### Met2 routing, run 1

Cells faint in the background.
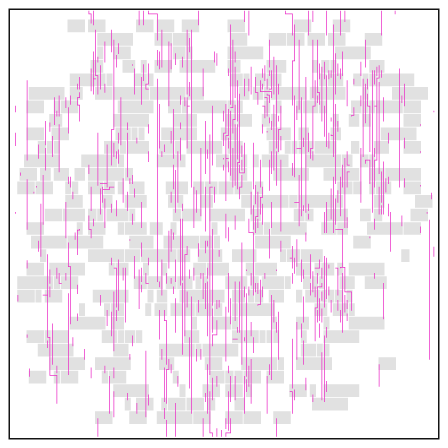
### Routing congestion, run 1

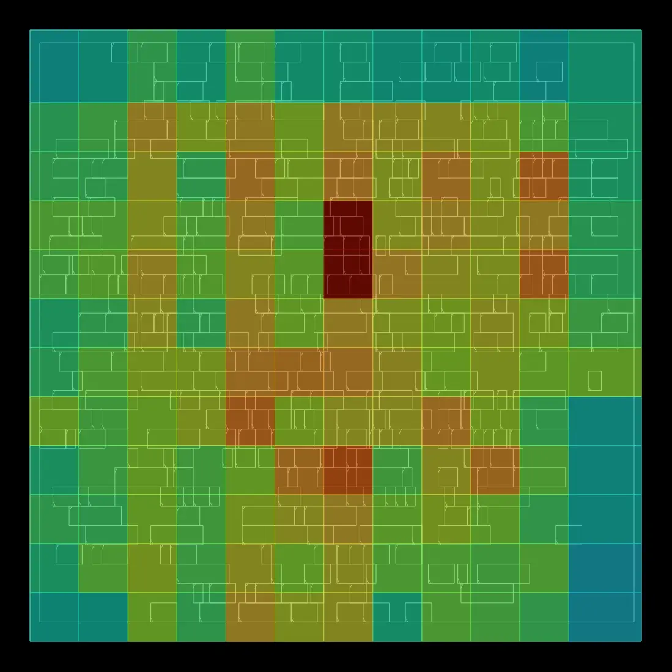
### Sequential cells colored by netlist name, run 1

Other sequential cells in the stronger gray, the rest of the logic in the fainter gray.
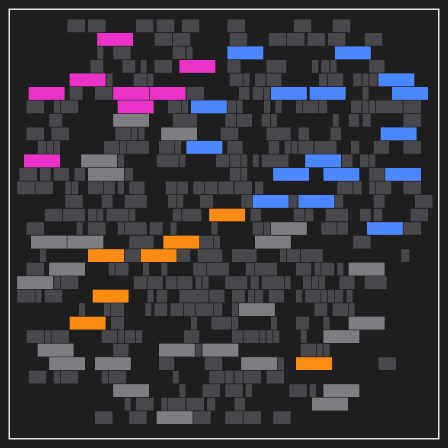
--- src/rtl/pattern_scan_pkg.sv ---
// rtl/pattern_scan_pkg.sv - shared state encoding and width helper for the pattern scan controller
package pattern_scan_pkg;

    localparam logic [1:0] ST_IDLE  = 2'b00;
    localparam logic [1:0] ST_FETCH = 2'b01;
    localparam logic [1:0] ST_SHIFT = 2'b10;

    typedef enum logic [1:0] {
        IDLE  = ST_IDLE,
        FETCH = ST_FETCH,
        SHIFT = ST_SHIFT
    } state_t;

    function automatic int len_width(input int pat_max);
        return $clog2(pat_max) + 1;
    endfunction

endpackage

--- src/rtl/pattern_window_cmp.sv ---
// rtl/pattern_window_cmp.sv - masked compare of the newest len window bits against the pattern
module pattern_window_cmp
    import pattern_scan_pkg::*;
#(
    parameter int PAT_MAX = 8,
    parameter int LEN_W   = len_width(PAT_MAX)
) (
    input  logic [PAT_MAX-1:0] window,
    input  logic [PAT_MAX-1:0] pattern,
    input  logic [PAT_MAX-1:0] mask,
    input  logic [LEN_W-1:0]   len,
    input  logic [LEN_W-1:0]   fill,
    output logic               hit
);

    // A window is only eligible once enough bits have been seen to cover len.
    always_comb begin
        hit = (fill >= len);
        for (int i = 0; i < PAT_MAX; i++) begin
            if ((i < int'(len)) && (window[i] != pattern[i]) && !mask[i]) begin
                hit = 1'b0;
            end
        end
    end

endmodule

--- src/rtl/pattern_scan_ctrl.sv ---
// rtl/pattern_scan_ctrl.sv - word-to-bit sequencer feeding a runtime-programmable overlapping pattern detector
// Optional don't-care mask port enabled by defining PAT_MASK_EN.
module pattern_scan_ctrl
    import pattern_scan_pkg::*;
#(
    parameter int DATA_W  = 8,
    parameter int PAT_MAX = 8,
    parameter int CNT_W   = 16,
    parameter int LEN_W   = len_width(PAT_MAX)
) (
    input  logic               clk,
    input  logic               rst,
    input  logic               cfg_load,
    input  logic [PAT_MAX-1:0] cfg_pattern,
    input  logic [LEN_W-1:0]   cfg_len,
`ifdef PAT_MASK_EN
    input  logic [PAT_MAX-1:0] cfg_mask,
`endif
    output logic               cfg_err,
    input  logic               start,
    input  logic               stop,
    input  logic               in_valid,
    output logic               in_ready,
    input  logic [DATA_W-1:0]  in_data,
    output logic               match,
    output logic [CNT_W-1:0]   match_cnt,
    output logic               busy
);

    localparam int IDX_W = $clog2(DATA_W);

    state_t               state, state_nxt;
    logic [DATA_W-1:0]    shifter;
    logic [IDX_W-1:0]     bit_idx;
    logic                 stop_pend;
    // The oldest bit of a PAT_MAX window is the current bit's predecessor chain, so PAT_MAX-1 bits suffice.
    logic [PAT_MAX-2:0]   hist;
    logic [LEN_W-1:0]     fill;
    logic [PAT_MAX-1:0]   pattern_q;
    logic [LEN_W-1:0]     len_q;
    logic [PAT_MAX-1:0]   mask_q;

    logic [PAT_MAX-1:0]   window;
    logic [LEN_W-1:0]     fill_nxt;
    logic                 hit;
    logic                 cfg_ok;
    logic                 stop_eff;

    assign window   = {hist, shifter[DATA_W-1]};
    assign fill_nxt = (fill == LEN_W'(PAT_MAX)) ? fill : fill + LEN_W'(1);
    assign cfg_ok   = (cfg_len != '0) && (cfg_len <= LEN_W'(PAT_MAX));
    assign stop_eff = stop_pend || stop;

`ifndef PAT_MASK_EN
    assign mask_q = '0;
`endif

    pattern_window_cmp #(
        .PAT_MAX (PAT_MAX),
        .LEN_W   (LEN_W)
    ) u_cmp (
        .window  (window),
        .pattern (pattern_q),
        .mask    (mask_q),
        .len     (len_q),
        .fill    (fill_nxt),
        .hit     (hit)
    );

    always_ff @(posedge clk) begin
        if (rst) state <= IDLE;
        else     state <= state_nxt;
    end

    always_comb begin
        state_nxt = state;
        case (state)
            IDLE:    if (start && !stop) state_nxt = FETCH;
            FETCH:   if (in_valid) state_nxt = SHIFT;
                     else if (stop) state_nxt = IDLE;
            SHIFT:   if (bit_idx == '0) state_nxt = stop_eff ? IDLE : FETCH;
            default: state_nxt = IDLE;
        endcase
    end

    always_comb begin
        in_ready = (state == FETCH);
        busy     = (state != IDLE);
    end

    always_ff @(posedge clk) begin
        if (rst) begin
            shifter   <= '0;
            bit_idx   <= '0;
            stop_pend <= 1'b0;
            hist      <= '0;
            fill      <= '0;
            pattern_q <= '0;
            len_q     <= LEN_W'(1);
`ifdef PAT_MASK_EN
            mask_q    <= '0;
`endif
            match     <= 1'b0;
            match_cnt <= '0;
            cfg_err   <= 1'b0;
        end else begin
            match   <= 1'b0;
            cfg_err <= 1'b0;
            if (cfg_load) begin
                if ((state == IDLE) && cfg_ok) begin
                    pattern_q <= cfg_pattern;
                    len_q     <= cfg_len;
`ifdef PAT_MASK_EN
                    mask_q    <= cfg_mask;
`endif
                end else begin
                    cfg_err <= 1'b1;
                end
            end
            case (state)
                IDLE: begin
                    stop_pend <= 1'b0;
                    if (start && !stop) begin
                        hist      <= '0;
                        fill      <= '0;
                        match_cnt <= '0;
                    end
                end
                FETCH: begin
                    if (in_valid) begin
                        shifter   <= in_data;
                        bit_idx   <= IDX_W'(DATA_W - 1);
                        stop_pend <= stop;
                    end
                end
                SHIFT: begin
                    shifter <= {shifter[DATA_W-2:0], 1'b0};
                    bit_idx <= bit_idx - IDX_W'(1);
                    hist    <= window[PAT_MAX-2:0];
                    fill    <= fill_nxt;
                    if (stop) stop_pend <= 1'b1;
                    if (hit) begin
                        match <= 1'b1;
                        if (match_cnt != '1) match_cnt <= match_cnt + CNT_W'(1);
                    end
                end
                default: ;
            endcase
        end
    end

endmodule

--- config.mk ---
export PLATFORM = sky130hd
export DESIGN_NAME = pattern_scan_ctrl
export DESIGN_NICKNAME = d
export VERILOG_FILES = /design/src/rtl/pattern_scan_pkg.sv /design/src/rtl/pattern_window_cmp.sv /design/src/rtl/pattern_scan_ctrl.sv
export SDC_FILE = /design/constraint.sdc
export NUM_CORES = 1
export LEC_CHECK = 0
export CAP_MARGIN = 20
export CORE_UTILIZATION = 40
export DETAILED_ROUTE_END_ITERATION = 8
export SLEW_MARGIN = 15
export SYNTH_ARGS = -nofsm -noshare
export SYNTH_HDL_FRONTEND = slang
export SYNTH_HIERARCHICAL = 1
export SYNTH_SLANG_ARGS = --single-unit
export TNS_END_PERCENT = 1
--- constraint.sdc ---
create_clock -name clk -period 7.3 [get_ports clk]
set_input_delay 1.46 -clock clk [delete_from_list [all_inputs] [get_ports clk]]
set_output_delay 1.46 -clock clk [all_outputs]
set_load 0.05 [all_outputs]
==> metrics.log, run 1 <==
[flow] collecting metrics
INFO  metric path_buffers = 3
INFO  metric finalHoldViolations = 0
INFO  metric std_cell_rows = 30
INFO  metric die_area = 7420 sq um
INFO  metric post_synth_num_cell_types = 54
INFO  metric yosys.stat.chipArea = 2830 sq um
INFO  metric synth.top_cells.by_area = sky130_fd_sc_hd__dfxtp_1, sky130_fd_sc_hd__mux2i_1, sky130_fd_sc_hd__nor2_1
INFO  metric globalRouteTotalUtil = 16.9%
INFO  metric combAreaFraction = 47.4%
INFO  metric grt_antenna_before_repair = 0
INFO  metric globalRoute.totalOverflow = 0
INFO  metric grt_max_degree = 56
INFO  metric cts_buffer_depth = 2
INFO  metric top_power_group = registers
INFO  metric clock_latency_on_the_worst_skew_pair = 0.30 ns
INFO  metric pwr-share-clk = 24.2%
INFO  metric cts_sinks = 55
INFO  metric layout.sequential_cells = 55
INFO  metric min_delay_startpoint = stop_pend
INFO  metric cp_num_cells = 4
INFO  metric combinational_group_power = 162 uW
INFO  metric n_clock_buffer = 5
INFO  metric n_all_buffers = 46
INFO  metric synth.yosys.num_cells = 323
INFO  metric finalClockSkew = 0.0116 ns
INFO  metric initCoreUtil = 41.4%
INFO  metric muxShareOfSynthArea = 7.47%
INFO  metric layout.area.top_class = multi-input combinational cells
INFO  metric path_common_cell = sky130_fd_sc_hd__inv_1
INFO  metric placement.setup.worst_slack = 3.80 ns
INFO  metric synthSimpleGateAreaFrac = 18.1%
INFO  metric synth_area = 2830 sq um
INFO  metric inverters_excl_clock = 16
INFO  metric final_nets = 408
INFO  metric critical_path_peak_fanout = 10
INFO  metric met2WireLength = 2.65 mm
INFO  metric xor_share = 3.71%
INFO  metric timing.final.max_slew_violations = 0
INFO  metric die-height = 86.1 microns
INFO  metric status = complete, no violations
INFO  metric final-clk-cell-share = 2.22%
INFO  metric areaGrowthSynthToFinish = 21.5%
INFO  metric critPathCapture = busy
INFO  metric comb_power_share = 24.8%
INFO  metric sequentialPowerShare = 51.0%
INFO  metric synthTopLogicFamily = AND-OR/OR-AND gates
INFO  metric fmaxAchievable = 287 MHz
INFO  metric tool_warnings = 30
INFO  metric netlist.area_leader.share = 38.9%
INFO  metric detailedRoute.firstIterationViolations = 150
INFO  metric worstPathRequired = 5.84 ns
INFO  metric post_synth_fa_ha_maj_area_fraction = 5.74%
INFO  metric cp_data_arrival_time = 2.03 ns
INFO  metric design.core.area = 6830 sq um
INFO  metric n_tap_cell = 96
INFO  metric io_buffer_count = 45
INFO  metric post_route_cells_drive_above_1_share = 5.43%
INFO  metric min_delay_path_depth = 2
INFO  metric top_metal_layer_carrying_routed_signals = met4
INFO  metric post_synth_inst_count = 323
INFO  metric die_width = 86.1 microns
INFO  metric worst_slew_pin_slew = 1.05 ns
INFO  metric top_cell_type_by_total_area_after_synthesis = sky130_fd_sc_hd__dfxtp_1
INFO  metric wl_met3 = 173 microns
INFO  metric num_antenna_cells = 0
INFO  metric finalWorstSetupSlack = 3.81 ns
INFO  metric reg2reg_to = match_cnt[13]
INFO  metric ff_type = sky130_fd_sc_hd__dfxtp_1
INFO  metric globalplace.congestion = 0.754
INFO  metric tritoncts = yes
INFO  metric post_cts_hold_buffers = 0
INFO  metric worst-setup-path-type = flip-flop to output port
INFO  metric post_synthesis_compound_gate_area_fraction = 21.3%
INFO  metric synth.most_common_cell = sky130_fd_sc_hd__dfxtp_1
INFO  metric critPathTopFamily = buffers and inverters
INFO  metric worst_setup_path_start_kind = flip-flop
INFO  metric m1WireLength = 3.09 mm
INFO  metric synthesis.yosys.warnings = 6
INFO  metric cts_repair_resize_count = 0
INFO  metric period_utilisation_layout = 47.8%
INFO  metric hpwlAfterDp = 4.20 mm
INFO  metric ys_seq_elements = 55
INFO  metric pg_seq = 333 uW
INFO  metric post-route-drc-count = 0
INFO  metric crit_path_max_incr_delay = 0.81 ns
INFO  metric p_clk = 158 uW
INFO  metric timing.max_slew.rel_slack = 30.2%
INFO  metric grt_setup_unrepaired = no
Notes on 'Met2 routing' above:
wire length on this layer: 2650 microns
nets with wire on the layer: 317
share of all routed wire: 44%
main direction: vertical
longest straight run: 40.8 microns
number of vias in the routed layout: 2396
met2 Use GR: 26.9%
wirelength, routed: 5.99 mm

Notes on 'Routing congestion' above:
highest-utilization routing layer at the global route stage: met2
WL/cell: 12.9 microns
global routing usage on met1: 23.3%

Notes on 'Sequential cells colored by netlist name' above:
legend:
  blue:
    signal: `match_cnt`
    flops: 16
  magenta:
    signal: `shifter`
    flops: 8
  orange:
    signal: `hist`
    flops: 7

==> run 1: metrics by stage <==
stage / std cells / util (%) / instance area [sq um] / total power, mW
floorplan: 332 / - / 2870 / 0.462
global placement: 458 / 49.2 / 3360 / 0.502
detailed placement: 458 / 49.2 / 3360 / 0.503
CTS: 464 / 50.4 / 3440 / 0.663
global route: 464 / 50.4 / 3440 / 0.692
finish: 464 / 50.4 / 3440 / 0.653
==> run 1: registers in the layout, summed over array words and instances, names as in the netlist <==
| signal | flops |
|---|---|
| state | 2 |
| fill | 4 |
| bit_idx | 3 |
| hist | 7 |
| stop_pend | 1 |
| pattern_q | 8 |
| cfg_err | 1 |
| match_cnt | 16 |
| len_q | 4 |
| shifter | 8 |
| match | 1 |
### Signal wires on met1, run 1

Supply wires on this layer in gray. Cells faint in the background.
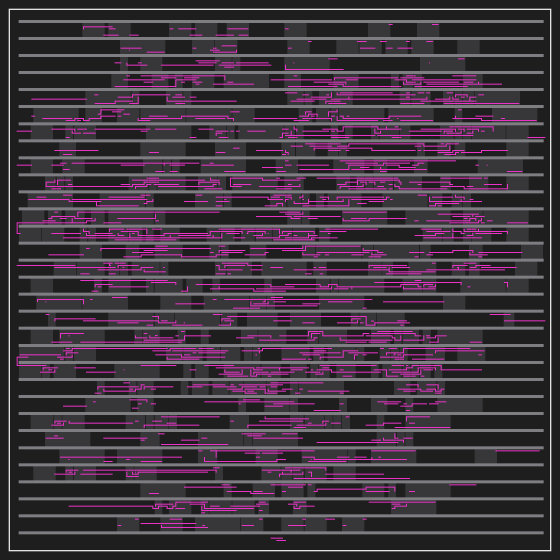

==> run 2: changes to the inputs <==
--- a/config.mk
+++ b/config.mk
@@ -8,6 +8,7 @@
 export CAP_MARGIN = 20
 export CORE_UTILIZATION = 40
 export DETAILED_ROUTE_END_ITERATION = 8
+export PLACE_DENSITY = 0.65
 export SLEW_MARGIN = 15
 export SYNTH_ARGS = -nofsm -noshare
 export SYNTH_HDL_FRONTEND = slang
==> constraint.sdc (replaced) <==
create_clock -name clk -period 2.8 [get_ports clk]
set_input_delay 0.56 -clock clk [delete_from_list [all_inputs] [get_ports clk]]
set_output_delay 0.56 -clock clk [all_outputs]
set_load 0.05 [all_outputs]
### Signal wires on met1, run 2

Supply wires on this layer in gray. Cells faint in the background.
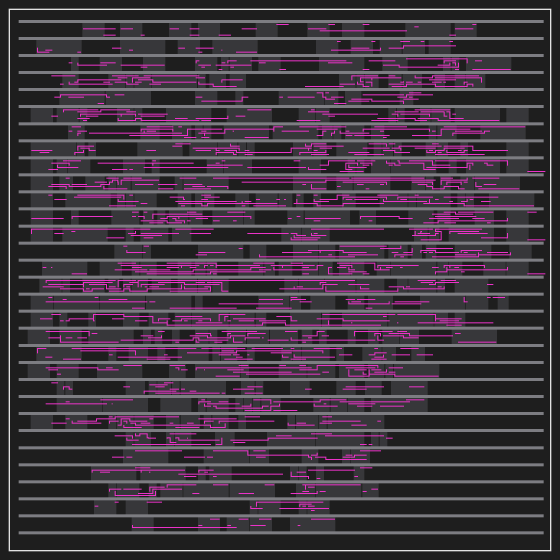
main direction: horizontal
nets with wire on the layer: 389
wire length on this layer: 3080 microns

==> run 2 against run 1 <==
  * Design area increased by 7.5%
  * Sequential cell count unchanged
  * Global-route usage increased by 1.6 points
  * Hold slack improved by 0.0058 ns
  * Critical endpoint is now match_cnt[3]
  * Largest power group unchanged
==> metrics.log, run 2 <==
[flow] collecting metrics
INFO  metric top_metal_layer_carrying_routed_signals = met4
INFO  metric final_util = 54.1%
INFO  metric cts_buffer_depth = 2
INFO  metric max_flop_register = match_cnt
INFO  metric inverters_excl_clock = 16
INFO  metric dpl.cell_count = 470
INFO  metric largest_register_ffs = 16
INFO  metric met2WireLength = 3.01 mm
INFO  metric areaGrowthSynthToFinish = 30.6%
INFO  metric post_synth_inst_count = 323
INFO  metric m1WireLength = 3.08 mm
INFO  metric finalClockSkew = 0.00933 ns
INFO  metric worst_slew_pin_slew = 0.676 ns
INFO  metric postLayoutCellArea = 3700 sq um
INFO  metric io_buffer_count = 45
INFO  metric worst-setup-path-type = flip-flop to flip-flop
INFO  metric status = complete, no violations
INFO  metric die_width = 86.1 microns
INFO  metric final_nets = 423
INFO  metric initCoreUtil = 41.4%
INFO  metric post_synth_fa_ha_maj_area_fraction = 5.74%
INFO  metric layout.sequential_cells = 55
INFO  metric cp_data_arrival_time = 2.96 ns
INFO  metric n_all_buffers = 61
INFO  metric reg.largest.list = match_cnt (16), pattern_q (8), shifter (8)
INFO  metric combAreaFraction = 46.9%
INFO  metric crit_path_max_incr_delay = 0.34 ns
INFO  metric globalRoute.totalOverflow = 0
INFO  metric synth_area = 2830 sq um
INFO  metric timing.max_slew.rel_slack = 54.9%
INFO  metric worst_setup_path_start_kind = flip-flop
INFO  metric path_buffers = 2
INFO  metric synthesis.yosys.warnings = 6
INFO  metric finalHoldViolations = 0
INFO  metric num_antenna_cells = 0
INFO  metric yosys.stat.chipArea = 2830 sq um
INFO  metric post-route-drc-count = 0
INFO  metric synthTopLogicFamily = AND-OR/OR-AND gates
INFO  metric top_cell_type_by_total_area_after_synthesis = sky130_fd_sc_hd__dfxtp_1
INFO  metric globalRouteTotalUtil = 18.5%
INFO  metric post_synthesis_compound_gate_area_fraction = 21.3%
INFO  metric cts_sinks = 55
INFO  metric timing.final.max_slew_violations = 0
INFO  metric clock_latency_on_the_worst_skew_pair = 0.32 ns
INFO  metric vias = 2507
INFO  metric synth.yosys.num_cells = 323
INFO  metric reg2reg_to = match_cnt[3]
INFO  metric period_utilisation_layout = 97.2%
INFO  metric wl_met3 = 277 microns
INFO  metric instance_area_after_placement = 3450 sq um
INFO  metric critPathTopFamily = AND-OR/OR-AND gates
INFO  metric hpwlAfterDp = 4.39 mm
INFO  metric post_cts_hold_buffers = 0
INFO  metric grt_max_degree = 30
INFO  metric tritoncts = yes
INFO  metric synthSimpleGateAreaFrac = 18.1%
INFO  metric min_delay_path_depth = 2
[run 2: cell counts after synthesis]
No cell type changed its count.
[run 2: how the worst max path moves through the flow]
stage,start,to,cells after the start
floorplan,fill[0],match_cnt[3],17
global placement,fill[0],match_cnt[3],17
detailed placement,fill[0],match_cnt[3],17
CTS,fill[0],match_cnt[3],17
global route,fill[0],match_cnt[3],17
finish,fill[0],match_cnt[3],15
[run 2: power by group]
part	internal (mW)	switching, mW	total (mW)	leakage [nW]
clock	0.203	0.274	0.476	0.0474
combinational	0.214	0.266	0.480	0.817
sequential	0.833	0.0365	0.869	0.447
total	1.25	0.576	1.83	1.31
[run 2: metal layers]
layer / track usage, % / up-vias
met1: 24.6 / 1161
met2: 30.4 / 55
li1: - / 1287
met4: 5.45 / 0
met3: 3.66 / 4
met5: 0 / -
Power is estimated from default activity; no workload was simulated.
